Fig. 1: run 1, congestion heat map
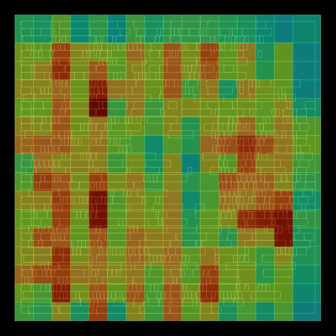
Fig. 2: run 1, metal 4
Scale: 3 px per µm. Supply wires on this layer in gray.
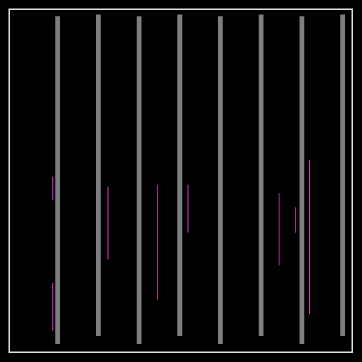
Fig. 3: run 1, I/O nets highlighted
Scale: 2 px per µm.
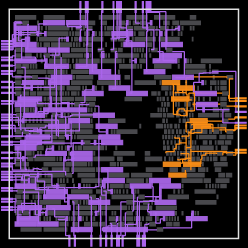
### src/rtl/pipe_stage_elastic_if.sv
// Handshake bundle for one elastic pipeline stage: the upstream (in_*) side
// and the downstream (out_*) side of the register, seen from the stage itself.
interface pipe_stage_elastic_if #(
  parameter int DW = 64
);
  logic          in_valid;
  logic [DW-1:0] in_data;
  logic          in_ready;
  logic          out_valid;
  logic [DW-1:0] out_data;
  logic          out_ready;

  // The pipeline stage register itself.
  modport slave (
    input  in_valid, in_data, out_ready,
    output in_ready, out_valid, out_data
  );

  // Whatever surrounds the stage: drives the upstream beat and the downstream ready.
  modport master (
    output in_valid, in_data, out_ready,
    input  in_ready, out_valid, out_data
  );
endinterface

### src/rtl/pipe_stage_elastic.sv
// Elastic pipeline register between two CPU stages. With SKID=1 a second
// (skid) entry lets in_ready come purely from registered state; with SKID=0
// it is a single entry whose ready passes through from downstream.
// Flush drops everything held plus the incoming beat and counts the dropped
// valid beats in a saturating counter; stall freezes the stage.
module pipe_stage_elastic #(
  parameter int            DW      = 64,
  parameter logic [DW-1:0] NOP_VAL = '0,
  parameter bit            SKID    = 1'b1,
  parameter int            CW      = 8
) (
  input  logic                   clk,
  input  logic                   clr,
  input  logic                   flush,
  input  logic                   stall,
  pipe_stage_elastic_if.slave    bus,
  output logic [1:0]             occ,
  output logic [CW-1:0]          flush_cnt
);

  // The encoding doubles as the occupancy count.
  typedef enum logic [1:0] {
    EMPTY = 2'd0,
    ONE   = 2'd1,
    FULL  = 2'd2
  } state_t;

  state_t        state;
  logic [DW-1:0] main_q;
  logic [DW-1:0] skid_q;

  logic          in_rdy;
  logic          out_vld;
  logic          acc;
  logic          emt;
  logic          load_main;
  logic          load_skid;
  logic          main_from_skid;
  logic [CW+1:0] cnt_sum;
  logic [CW-1:0] cnt_next;

  assign out_vld = (state != EMPTY);
  assign acc     = bus.in_valid & in_rdy;
  assign emt     = out_vld & bus.out_ready & ~stall;

  // Upstream ready: registered-only with a skid entry, pass-through otherwise.
  always_comb begin
    // NOTE: every signal written in a combinational block gets a default first,
    // so no path through the block leaves it unassigned and infers a latch.
    in_rdy = 1'b0;
    if (SKID) begin
      in_rdy = (state != FULL) & ~stall & ~flush & ~clr;
    end else begin
      in_rdy = (~out_vld | bus.out_ready) & ~stall & ~flush & ~clr;
    end
  end

  // Which payload register loads this cycle, and from where.
  always_comb begin
    load_main      = 1'b0;
    load_skid      = 1'b0;
    main_from_skid = 1'b0;
    unique case (state)
      EMPTY: load_main = acc;
      ONE: begin
        load_main = acc & emt;
        load_skid = acc & ~emt & SKID;
      end
      FULL: begin
        load_main      = emt;
        main_from_skid = 1'b1;
      end
      default: ;
    endcase
  end

  // Dropped-beat count on flush: everything held plus the beat on the input, saturating.
  always_comb begin
    cnt_sum  = {2'b00, flush_cnt} + {{CW{1'b0}}, occ} + {{(CW+1){1'b0}}, bus.in_valid};
    cnt_next = (cnt_sum > {2'b00, {CW{1'b1}}}) ? {CW{1'b1}} : cnt_sum[CW-1:0];
  end

  // Occupancy FSM and flush counter; flush outranks stall and handshake.
  always_ff @(posedge clk or posedge clr) begin
    // NOTE: sequential state uses non-blocking assignments so every register
    // samples the pre-edge values, independent of statement order.
    if (clr) begin
      state     <= EMPTY;
      flush_cnt <= '0;
    end else if (flush) begin
      state     <= EMPTY;
      flush_cnt <= cnt_next;
    end else begin
      unique case (state)
        EMPTY: if (acc) state <= ONE;
        ONE: begin
          if (acc && !emt)      state <= SKID ? FULL : ONE;
          else if (!acc && emt) state <= EMPTY;
        end
        FULL:    if (emt) state <= ONE;
        default: state <= EMPTY;
      endcase
    end
  end

  // Payload registers; contents only matter while the FSM marks them valid.
  always_ff @(posedge clk) begin
    // NOTE: payload storage is deliberately not reset; the output mux below
    // substitutes NOP_VAL whenever no valid entry is held, so X never escapes.
    if (load_main) main_q <= main_from_skid ? skid_q : bus.in_data;
    if (load_skid) skid_q <= bus.in_data;
  end

  assign occ           = state;
  assign bus.in_ready  = in_rdy;
  assign bus.out_valid = out_vld;
  assign bus.out_data  = out_vld ? main_q : NOP_VAL;

endmodule
### src/flat_wrapper.sv
// flat-port wrapper written by rule: the top's interface ports become plain ports
module pipe_stage_elastic_flat 
#(
  parameter int            DW      = 64,
  parameter logic [DW-1:0] NOP_VAL = '0,
  parameter bit            SKID    = 1'b1,
  parameter int            CW      = 8
)
  (clk, clr, flush, stall, occ, flush_cnt, bus_in_valid, bus_in_data, bus_out_ready, bus_in_ready, bus_out_valid, bus_out_data);
  pipe_stage_elastic_if #(.DW(DW)) bus_i ();
  input  logic clk;
  input  logic clr;
  input  logic flush;
  input  logic stall;
  output logic [1:0] occ;
  output logic [CW-1:0] flush_cnt;
  input wire logic [$bits(bus_i.in_valid)-1:0] bus_in_valid;
  input wire logic [$bits(bus_i.in_data)-1:0] bus_in_data;
  input wire logic [$bits(bus_i.out_ready)-1:0] bus_out_ready;
  output wire logic [$bits(bus_i.in_ready)-1:0] bus_in_ready;
  output wire logic [$bits(bus_i.out_valid)-1:0] bus_out_valid;
  output wire logic [$bits(bus_i.out_data)-1:0] bus_out_data;
  assign bus_i.in_valid = bus_in_valid;
  assign bus_i.in_data = bus_in_data;
  assign bus_i.out_ready = bus_out_ready;
  assign bus_in_ready = bus_i.in_ready;
  assign bus_out_valid = bus_i.out_valid;
  assign bus_out_data = bus_i.out_data;
  pipe_stage_elastic #(.DW(DW), .NOP_VAL(NOP_VAL), .SKID(SKID), .CW(CW)) u_core (.clk(clk), .clr(clr), .flush(flush), .stall(stall), .bus(bus_i), .occ(occ), .flush_cnt(flush_cnt));
endmodule
### config.mk
export PLATFORM = sky130hd
export DESIGN_NAME = pipe_stage_elastic_flat
export DESIGN_NICKNAME = d
export VERILOG_FILES = /design/src/rtl/pipe_stage_elastic_if.sv /design/src/rtl/pipe_stage_elastic.sv /design/src/flat_wrapper.sv
export SDC_FILE = /design/constraint.sdc
export NUM_CORES = 1
export LEC_CHECK = 0
export ABC_AREA = 1
export CAP_MARGIN = 20
export CORE_MARGIN = 2
export CORE_UTILIZATION = 50
export DETAILED_ROUTE_END_ITERATION = 7
export GPL_TIMING_DRIVEN = 0
export HOLD_SLACK_MARGIN = 0.15
export PLACE_DENSITY = 0.86
export REMOVE_ABC_BUFFERS = 1
export SKIP_LAST_GASP = 1
export SYNTH_ARGS = -nofsm -noshare
export SYNTH_HDL_FRONTEND = slang
export SYNTH_SLANG_ARGS = --single-unit
export TNS_END_PERCENT = 10
### constraint.sdc
create_clock -name clk -period 5.9 [get_ports clk]
set_clock_uncertainty 0.1 [all_clocks]
set_input_delay 0.59 -clock clk [delete_from_list [all_inputs] [get_ports clk]]
set_output_delay 0.59 -clock clk [all_outputs]
set_load 0.01 [all_outputs]
==> results.sh, run 1 <==
# flow metrics
export IMPL_layout_nets=834
export IMPL_grt_max_degree=43
export IMPL_htree_levels=4
export IMPL_yosysSeqAreaShare_pct=67.86
export IMPL_chip_area_um2=12960
export IMPL_post_place_ws_ns=2.067
export IMPL_combinationalPowerShare_pct=24.5
export IMPL_rr_worst_depth=7
export IMPL_clk_pin_slew_ns=0.06
export IMPL_drive_gt1_share_pct=6.485
export IMPL_core_area_um2=11910
export IMPL_dp_cells=887
export IMPL_p_per_area_nw_per_um2=345.8
export IMPL_pg_seq_w=0.00118
export IMPL_cap_violations=0
export IMPL_postLayoutCellArea_um2=8278
export IMPL_status="complete, no violations"
export IMPL_worst_path_max_fanout=28
export IMPL_startpoint="flush"
export IMPL_final_hold_viol_count=0
export IMPL_ys_flops=138
export IMPL_powerComb_w=0.000702
export IMPL_cts_repair_resized=0
export IMPL_diodes=0
export IMPL_cp_start_kind="input port"
export IMPL_first_pass_iters=6
export IMPL_swShare_pct=28.96
export IMPL_end_kind="flop"
export IMPL_grt_overflow=0
export IMPL_yosys_area_um2=6033
export IMPL_yosys_warnings=0
export IMPL_via_count=4602
export IMPL_cts_tree="done"
export IMPL_crit_required_ns=5.90
export IMPL_max_slew_margin_rel_pct=44.14
export IMPL_finalSetupViolCount=0
export IMPL_cts_num_sinks=138
Back to the opening pictures, Fig. 1:
GR Util met3: 6.854%
M2 GR Usage: 37.56%
global route hottest layer: met2
GRT Total Usage: 22.49%
met1 Usage GRT: 28.81%

Back to the opening pictures, Fig. 2:
The layer holds 1.3% of the routed length. The longest straight run is 51.0 µm. The layer carries 184 µm of wire. 7 nets have wire on it. The wires run mostly vertical.

Back to the opening pictures, Fig. 3:
Purple stands for `bus_in_data`, direction input, end cells 128, buffers 64, wire 2,270 µm. Orange stands for `flush_cnt`, direction output, end cells 8, buffers 8, wire 407 µm.
I/O Pins: 146
count of input and output buffers: 145

## run 1: sequential cells by signal, indices dropped and copies added (netlist names)
register,flops
u_core.skid_q,64
u_core.occ,2
u_core.flush_cnt,8
u_core.main_q,64
## run 1: synthesized netlist by cell type (2+ instances only)
| library cell | count | area [µm²] |
|---|---|---|
| a21oi_1 | 5 | 25.02 |
| buf_2 | 6 | 30.03 |
| clkbuf_1 | 15 | 56.30 |
| dfrtp_1 | 10 | 250.2 |
| edfxtp_1 | 128 | 3844 |
| ha_1 | 4 | 50.05 |
| inv_1 | 90 | 337.8 |
| nand2_1 | 222 | 833.3 |
| nand2_2 | 2 | 12.51 |
| nand3_1 | 21 | 105.1 |
| nand4_1 | 2 | 12.51 |
| nor2_1 | 83 | 311.6 |
| nor2_4 | 2 | 22.52 |
| nor3_1 | 2 | 10.01 |
| o21ai_0 | 8 | 40.04 |
## run 1: layout make-up
class	count	area, µm²
sequential	138	4094
fill	798	3633
timing repair buffer	151	1572
multi-input combinational	360	1538
clock buffer	17	425.4
inverter	91	341.6
tap	147	183.9
clock inverter	14	123.9
## run 1: final timing paths
kind | slack (ns) | endpoint
max in group asynchronous | 5.01 | u_core.flush_cnt[7]
min in group clk | 0.42 | u_core.main_q[53]
worst min-delay path | 0.39 | u_core.occ[0]
worst max-delay path | 2.43 | u_core.main_q[34]
worst min register to register | 0.42 | u_core.main_q[53]
worst max register to register | 2.78 | u_core.main_q[34]
## run 1: cells in the final DEF, fill, tap and decap left out
| cell type | n |
|---|---|
| nand2_4 | 1 |
| clkbuf_16 | 17 |
| or2_2 | 1 |
| a21oi_1 | 4 |
| nand3_4 | 1 |
| o21ai_0 | 8 |
| inv_1 | 89 |
| nand4_1 | 2 |
| fa_1 | 1 |
| ha_1 | 4 |
| bufinv_16 | 1 |
| nand2_1 | 222 |
| nor2_4 | 4 |
| buf_12 | 6 |
| o31ai_1 | 1 |
| clkinvlp_4 | 4 |
| clkinv_2 | 4 |
| nand3_1 | 21 |
| nand2_2 | 2 |
| o21ai_1 | 1 |
| clkdlybuf4s50_1 | 145 |
| nor2_1 | 81 |
| inv_6 | 2 |
| dfrtp_1 | 10 |
| edfxtp_1 | 128 |
| nor2_2 | 1 |
| o211ai_1 | 1 |
| inv_2 | 2 |
| nor3_1 | 2 |
| clkinv_4 | 3 |
| a21oi_4 | 1 |
| nor3b_1 | 1 |
## run 1: worst max-delay path, cell delays in order
cell and delay [ns]:
clkdlybuf4s50_1 0.69, inv_1 0.36, nand3_1 0.15, nor3b_1 0.47, a21oi_1 0.21, a21oi_4 0.47
buf_12 0.26, buf_12 0.22
## run 1: kinds of logic after synthesis
logic type / count (synthesis) / share of synthesized area, %
adder cells (fa/ha/maj): 5 / 1.161
flip-flops: 138 / 67.86
AND-OR/OR-AND: 16 / 1.410
AND/OR/NAND/NOR: 339 / 22.48
buffers and inverters: 112 / 7.092
## run 1: layer usage
metal	up-vias	routed length [µm]	global-route usage, %
li1	2223	-	-
met1	2126	5727	28.81
met2	235	6840	37.56
met3	18	1308	6.854
met4	0	183	6.098
met5	-	0	0
## Run 2: what changed since run 1
--- a/config.mk
+++ b/config.mk
@@ -8,11 +8,11 @@
 export ABC_AREA = 1
 export CAP_MARGIN = 20
 export CORE_MARGIN = 2
-export CORE_UTILIZATION = 50
+export CORE_UTILIZATION = 45
 export DETAILED_ROUTE_END_ITERATION = 7
 export GPL_TIMING_DRIVEN = 0
 export HOLD_SLACK_MARGIN = 0.15
-export PLACE_DENSITY = 0.86
+export PLACE_DENSITY = 0.82
 export REMOVE_ABC_BUFFERS = 1
 export SKIP_LAST_GASP = 1
 export SYNTH_ARGS = -nofsm -noshare
==> constraint.sdc (replaced) <==
create_clock -name clk -period 2.83 [get_ports clk]
set_clock_uncertainty 0.1 [all_clocks]
set_input_delay 0.283 -clock clk [delete_from_list [all_inputs] [get_ports clk]]
set_output_delay 0.283 -clock clk [all_outputs]
set_load 0.01 [all_outputs]
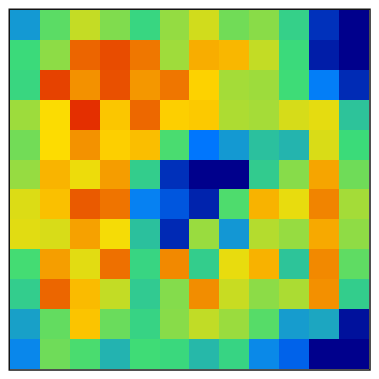
Fig. 4. Cell density map (run 2).
Scale: 3 px per µm. 12 x 12 tiles, from dark blue (low) to red (high), 0 to 100% covered.
4.2% of the tiles are nearly empty. The emptiest ninth of the die: center. 27% of the tiles are over 75% full. The fullest tile reaches 95%. The mean over all tiles is 57%.
Core Util, Final: 63.93%
Floorplan Utilization: 45.74%
core footprint: 13,190 µm²

==> run 2 against run 1 <==
Against the previous run:
- final area rose by 1.9%
- utilization fell by 5.6 points
- hold slack got worse by 0.038 ns
- global-route usage fell by 1.9 points
- critical path depth did not move
- sequential share of layout area fell by 0.91 points
- non-clock buffer count rose by 4
- sequential cell count did not move
- setup slack got worse by 2.2 ns
- cell count rose by 4.0%
- sequential power rose by 110%
- die area rose by 11%
- critical path type unchanged
- largest cell class unchanged
==> results.sh, run 2 <==
# flow metrics
export IMPL_max_stage_delay_ns=0.66
export IMPL_largestRegisters="u_core.main_q x64, u_core.skid_q x64, u_core.flush_cnt x8"
export IMPL_first_pass_iters=6
export IMPL_synth_top_area_share_pct=63.71
export IMPL_wl_met1_um=5836
export IMPL_critPathSlowestCell="clkdlybuf4s50_1"
export IMPL_synthTopCellsByCount="222 x nand2_1, 128 x edfxtp_1, 90 x inv_1"
export IMPL_postLayoutCellArea_um2=8433
export IMPL_finalSetupViolCount=0
export IMPL_via_count=4471
export IMPL_routed_top_layer="met4"
export IMPL_most_common_cell="nand2_1"
export IMPL_yosys_area_top_type="edfxtp_1"
export IMPL_cts_num_sinks=138
export IMPL_dr_wl_met2_um=7116
export IMPL_ys_flops=138
export IMPL_worst_path_buf_inv=4
export IMPL_yosys_area_um2=6033
export IMPL_p_per_area_nw_per_um2=721.1
export IMPL_ff2ff_setup_slack_ns=0.20
export IMPL_crit_chain="clkdlybuf4s50_1 -> inv_1 -> nand3_1 -> nor3b_2 -> a21oi_1 -> a21oi_4 -> buf_12 -> buf_16"
export IMPL_status="complete, no violations"
export IMPL_dp_cells=915
export IMPL_io_pins=146
export IMPL_max_slew_margin_rel_pct=41.77
export IMPL_cap_violations=0
export IMPL_ys_sh_xor_pct=0
export IMPL_crit_required_ns=2.85
export IMPL_end_kind="flop"
export IMPL_logic_family="simple AND/OR/NAND/NOR gates"
export IMPL_diodes=0
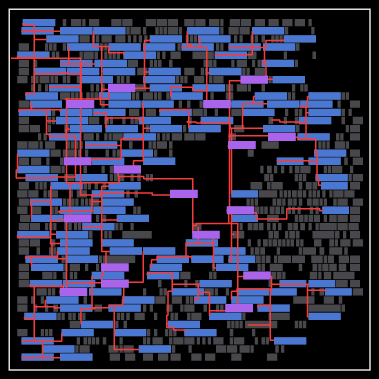
Fig. 5. Clock distribution (run 2).
Scale: 3 px per µm.
Blue stands for flip-flops, count 138. Red stands for clock wires, length 1,630 µm. Purple stands for clock drivers, count 17.
Position of the flops: spread over the die.

run 2: netlist changes by cell type in the layout (fill, tap and decap cells not counted), moves of 2 or more:
cell        previous run  this run
buf_12                 6         4
buf_4                  0         4
bufinv_16              1         3
clkinvlp_4             4         2
nor2_2                 1         3
run 2: cells by family (layout without fill, tap and decap cells):
kind of cell	Yosys count	in the layout
and+or+nand+nor	339	341
DFF	138	138
buffers and inverters	112	278
AOI/OAI and AO/OA	16	17
adders and majority gates	5	5
run 2: worst paths after layout:
kind | cells past startpoint | end
min in group asynchronous | 3 | u_core.flush_cnt[7]
max in group asynchronous | 3 | u_core.flush_cnt[3]
max reg2reg | 10 | u_core.flush_cnt[4]
min | 1 | u_core.skid_q[1]
min reg2reg | 2 | u_core.main_q[54]
max | 8 | u_core.main_q[2]
run 2: per-layer routing:
metal  global-route usage, %  vias up
li1                        -     2251
met1                   25.38     2047
met2                   35.14      151
met3                   5.133       22
met4                   7.794        0
met5                       0        -
run 2: layout make-up:
| class | instances | area, µm² |
|---|---|---|
| fill | 1063 | 4757 |
| sequential | 138 | 4094 |
| tap | 176 | 220.2 |
| clock buffer | 17 | 425.4 |
| clock inverter | 15 | 150.1 |
| timing repair buffer | 155 | 1599 |
| inverter | 91 | 367.9 |
| multi-input combinational | 363 | 1577 |
run 2: worst register-to-register path: stages, from the launching register on:
cell and delay, ns:
dfrtp_1 0.57, ha_1 0.36, fa_1 0.54, ha_1 0.16, inv_1 0.05, nor2_1 0.14, nand3_1 0.14, nor2_4 0.15
o21ai_0 0.12, o21ai_1 0.17, inv_1 0.05
run 2: where the power goes:
part | switching (W) | total, W | internal [W]
sequential | 0.000109 | 0.00246 | 0.00235
clock | 0.000841 | 0.00214 | 0.00130
combinational | 0.000790 | 0.00148 | 0.000691
total | 0.00174 | 0.00608 | 0.00434
run 2: stage by stage:
stage	setup WS (ns)	power [W]	TNS [ns]	util, %
6_report	0.1914	0.006081	0	63.93
5_1_grt	-0.08332	0.006390	-0.2215	63.93
4_1_cts	-0.02772	0.006131	-0.7354	63.69
3_5_place_dp	-0.8648	0.003942	-82.40	58.79
3_3_place_gp	-7.266	0.003908	-1172.95	57.76
2_1_floorplan	-3.969	0.003225	-519.05	-
run 2: what timing repair did:
| item | 4_1_cts | 5_1_grt |
|---|---|---|
| endpoints found under the hold margin | 10 | 0 |
| setup endpoints to repair | 143 | 116 |
| pin swaps | 2 | 1 |
| hold buffers | 1 | 0 |
| gates resized | 3 | 3 |
| gates cloned | 3 | 0 |
| buffers inserted | 2 | 2 |
Power and IR drop assume default switching activity.
